**src/rtl/regfile_sb_bypass.sv**
```systemverilog
// Parametrised register file: two async read ports with write-back bypass, one write port,
// a per-register pending-write scoreboard and a post-reset walk that loads Data[i] = i.
module regfile_sb_bypass #(
  parameter int DATA_W   = 32,
  parameter int NUM_REGS = 16,
  parameter int ZERO_IDX = 15,
  localparam int ADDR_W  = $clog2(NUM_REGS)
) (
  input  logic              clk,
  input  logic              reset,
  input  logic [ADDR_W-1:0] src1,
  input  logic [ADDR_W-1:0] src2,
  output logic [DATA_W-1:0] rd1,
  output logic [DATA_W-1:0] rd2,
  input  logic              wb_en,
  input  logic [ADDR_W-1:0] wb_dest,
  input  logic [DATA_W-1:0] wb_data,
  input  logic              issue_en,
  input  logic [ADDR_W-1:0] issue_dest,
  output logic              busy1,
  output logic              busy2,
  output logic              init_busy
);

  localparam int unsigned       NR     = NUM_REGS;
  localparam bit                POW2   = ((1 << ADDR_W) == NUM_REGS);
  localparam logic [ADDR_W-1:0] ZERO_A = ADDR_W'(ZERO_IDX);
  localparam logic [ADDR_W-1:0] LAST_A = ADDR_W'(NUM_REGS - 1);

  typedef enum logic {S_INIT, S_READY} state_t;

  state_t            r_state;
  state_t            w_state_nxt;
  logic [ADDR_W-1:0] r_cnt;
  logic [DATA_W-1:0] r_data [NUM_REGS];
  logic [NUM_REGS-1:0] r_pending;
  logic              w_ready;
  logic [ADDR_W-1:0] w_src  [2];
  logic [DATA_W-1:0] w_rd   [2];
  logic              w_busy [2];

  function automatic logic in_range(input logic [ADDR_W-1:0] a);
    return POW2 || (32'(a) < NR);
  endfunction

  assign w_ready   = (r_state == S_READY);
  assign init_busy = ~w_ready;

  always_ff @(posedge clk) begin
    if (reset) begin
      r_state <= S_INIT;
      r_cnt   <= '0;
    end else begin
      r_state <= w_state_nxt;
      if (r_state == S_INIT) r_cnt <= r_cnt + 1'b1;
    end
  end

  always_comb begin
    w_state_nxt = r_state;
    if (r_state == S_INIT && r_cnt == LAST_A) w_state_nxt = S_READY;
  end

  always_ff @(posedge clk) begin
    if (!reset) begin
      if (r_state == S_INIT)
        r_data[r_cnt] <= DATA_W'(r_cnt);
      else if (wb_en && wb_dest != ZERO_A && in_range(wb_dest))
        r_data[wb_dest] <= wb_data;
    end
  end

  // Issue is tested before write-back so a same-cycle issue keeps the bit set.
  always_ff @(posedge clk) begin
    if (reset) begin
      r_pending <= '0;
    end else if (w_ready) begin
      for (int unsigned r = 0; r < NR; r++) begin
        if (issue_en && issue_dest == ADDR_W'(r) && ADDR_W'(r) != ZERO_A)
          r_pending[r] <= 1'b1;
        else if (wb_en && wb_dest == ADDR_W'(r))
          r_pending[r] <= 1'b0;
      end
    end
  end

  assign w_src[0] = src1;
  assign w_src[1] = src2;

  always_comb begin
    for (int unsigned p = 0; p < 2; p++) begin
      w_rd[p]   = '0;
      w_busy[p] = 1'b0;
      if (w_src[p] != ZERO_A && in_range(w_src[p])) begin
        if (w_ready && wb_en && wb_dest == w_src[p])
          w_rd[p] = wb_data;
        else
          w_rd[p] = r_data[w_src[p]];
        w_busy[p] = w_ready && r_pending[w_src[p]] && !(wb_en && wb_dest == w_src[p]);
      end
    end
  end

  assign rd1   = w_rd[0];
  assign rd2   = w_rd[1];
  assign busy1 = w_busy[0];
  assign busy2 = w_busy[1];

endmodule

```
**config.mk**
```make
export PLATFORM = sky130hd
export DESIGN_NAME = regfile_sb_bypass
export DESIGN_NICKNAME = d
export VERILOG_FILES = /design/src/rtl/regfile_sb_bypass.sv
export SDC_FILE = /design/constraint.sdc
export NUM_CORES = 1
export LEC_CHECK = 0
export ABC_CLOCK_PERIOD_IN_PS = 3850
export CAP_MARGIN = 10
export CORE_MARGIN = 2
export CORE_UTILIZATION = 45
export DETAILED_ROUTE_END_ITERATION = 8
export PLACE_DENSITY = 0.74
export SLEW_MARGIN = 20
export SYNTH_ARGS = -nofsm -noshare
export SYNTH_HDL_FRONTEND = slang
export SYNTH_SLANG_ARGS = --single-unit
```
**constraint.sdc**
```tcl
create_clock -name clk -period 3.85 [get_ports clk]
set_input_delay 0.77 -clock clk [delete_from_list [all_inputs] [get_ports clk]]
set_output_delay 0.77 -clock clk [all_outputs]
set_load 0.005 [all_outputs]
```
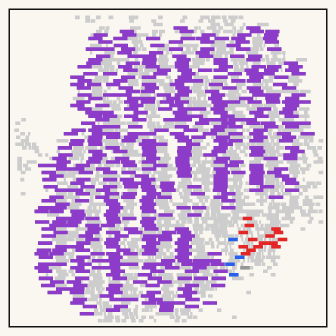
Figure 1: sequential cells grouped by signal name.
color	name in the netlist	placed flops
red	r_pending	15
purple	r_data	512
blue	r_cnt	4

==> impl_metrics.py <==
# Physical implementation metrics
metrics = {
    "clocking": {
        "ctsLongestPathBuffers": 3,
        "numCtsBuffers": 53,
        "cts_tree": "done",
        "cts_hold_buf": 0,
        "clk_latency_ps": 620,
        "root_buffer": "clkbuf_16",
    },
    "flow_run": {
        "cap_violations": 0,
        "tool_warnings": 26,
    },
    "synthesis": {
        "enable_flop_cells": 512,
        "syn_area_per_cell_um2": 17.1,
        "syn_area_um2": 25900,
        "synth_seq_share_pct": 61.0,
        "flop_cell": "edfxtp_1",
        "synth_cell_types": 49,
        "syn-instance-count": 1514,
    },
    "power_and_ir_drop": {
        "total_power_w": 0.0126,
        "vdd_drop_max_v": 0.000344,
        "p_leak_nw": 9.77,
        "power_density_nw_per_um2": 410,
    },
    "worst_hold_path": {
        "hp-start": "r_pending[0]",
        "hold_class": "flop to flop",
    },
    "critical_path": {
        "startpoint": "src2[1]",
        "r2r_start": "r_state",
        "crit_fanout": 20,
        "crit_chain": "buf_4 -> nor2b_4 -> buf_12 -> a221oi_1 -> a22oi_1 -> a21oi_1 -> clkdlybuf4s50_1",
        "max_stage_delay_ps": 810,
        "worstSetupStartpointType": "input port",
        "crit_type": "input port to output port",
        "cp_data_arrival_time_ps": 3060,
        "cp-end-kind": "output port",
    },
    "floorplanning": {
        "dieHeight_um": 244,
    },
    "final_layout": {
        "fin_nets": 1734,
        "seqCellArea_um2": 15800,
    },
    "drt": {
        "detail_route.wirelength_um": 77200,
        "num_vias": 16900,
    },
    "placed_design": {
        "portBuffers": 118,
        "gp_congestion": 0.854,
    },
    "global_routing": {
        "grt_pass1_wl_um": 112000,
        "grt.overflow.total": 0,
        "grt_pass1_vias": 17100,
    },
    "sta": {
        "finalHoldViolCount": 0,
        "fmax_ghz": 0.261,
        "skew_ps": 26.3,
        "finalSetupTns_ps": 0,
        "rsz0062_at_grt": "no",
        "tightest_slew_ps": 949,
        "finalClockPeriodUsage_pct": 99.4,
    },
    "outcome": {
        "status": "finished, final reports clean",
    },
}
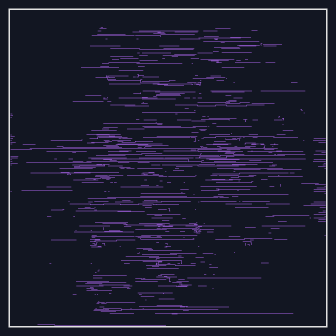
Figure 2: metal 3.
longest straight run	191 um
wire length on this layer	8,180 um
main direction	horizontal
nets with wire on the layer	316

[state kept, by name, summed over array words and instances (netlist names)]
signal and count:
r_cnt 4, r_state 1, r_pending 15, r_data 512
[cell usage after synthesis, drive strengths merged (32+ instances only)]
cell,n,area [um2]
buf,64,455
a22oi,128,961
mux2i,134,1340
edfxtp,512,15400
a221oi,32,280
o31ai,33,248
mux4,199,4480
a21oi,53,265
nand2,49,184
mux2,36,405
clkbuf,76,289
a22o,32,280
[critical path, delay by kind of cell]
family,cells,cell delay (ps)
AND-OR/OR-AND,3,540
buffers and inverters,3,920
AND/OR/NAND/NOR,1,810
[metrics by stage]
stage | utilization [%] | instances | cell area [um2] | hold slack (ps) | setup slack [ps]
finish | 54.3 | 2477 | 30700 | 503 | 22.6
global route | 54.3 | 2476 | 30700 | 518 | 0.896
CTS | 54.2 | 2476 | 30700 | 498 | 23.7
detailed placement | 51.3 | 2379 | 29000 | 487 | -53.5
global placement | 51.3 | 2379 | 29000 | 486 | -20.0
floorplan | - | 1514 | 25900 | 455 | 23.4
[power by group]
part           switching [W]  total (W)  internal [W]
registers          0.0000421    0.00640       0.00636
clock network        0.00216    0.00488       0.00273
logic               0.000685    0.00132      0.000639
total                0.00288     0.0126       0.00972
[cells by family after synthesis]
group                      count (synthesis)  share of synthesized area [%]
AOI/OAI and AO/OA                        304                           8.48
xor gates and xnor gates                  11                          0.373
adders and majority gates                  1                         0.0484
buffers and inverters                    145                           2.95
DFF                                      532                           61.0
muxes                                    369                           24.1
and+or+nand+nor                          152                           3.04
[final timing paths]
check / to / slack [ps] / depth (start not counted)
setup / recovery: rd2[2] / 20 / 7
hold / removal: r_pending[0] / 500 / 2
setup reg to reg: r_data[2][17] / 1050 / 6
hold reg to reg: r_pending[0] / 500 / 2
[placed cells by master (no fill, tap or decap), drive strengths merged, types with 2 or more instances in the layout]
cell,n
edfxtp,512
mux4,199
buf,138
mux2i,134
a22oi,128
clkdlybuf4s50,106
clkbuf,66
a21oi,53
nand2,49
mux2,36
o31ai,33
a221oi,32
a22o,32
and3,30
clkinv,24
nor2,22
dfxtp,20
o21ai,15
nor2b,12
nand3,9
xor2,6
inv,6
xnor2,5
nand4,5
dlygate4sd2,5
nor3b,4
and2,4
or3,3
nand2b,3
nand3b,3
o22ai,3
or2,2
a211oi,2
nor3,2
clkinvlp,2
bufinv,2
[what timing repair did]
item                                    4_1_cts  5_1_grt
endpoints found under the setup margin        3       29
gates resized                                 6        4
hold endpoints to repair                      0        0
setup buffers                                 2        0
pin swaps                                     1        2
cloned                                        1        0
[routing by layer]
layer | wire (um) | track usage, %
met4 | 2780 | 9.95
met3 | 8180 | 5.31
met5 | 0 | 0
met2 | 36500 | 40.9
met1 | 29800 | 35.0
[area by class of cell]
| cell class | instances | area share, % |
|---|---|---|
| multi-input combinational | 837 | 31.1 |
| inverter | 5 | 0.0611 |
| antenna | 1 | 0.00815 |
| timing repair buffer | 252 | 9.20 |
| clock buffer | 65 | 4.60 |
| tap | 756 | 3.08 |
| clock inverter | 29 | 0.631 |
| sequential | 532 | 51.4 |
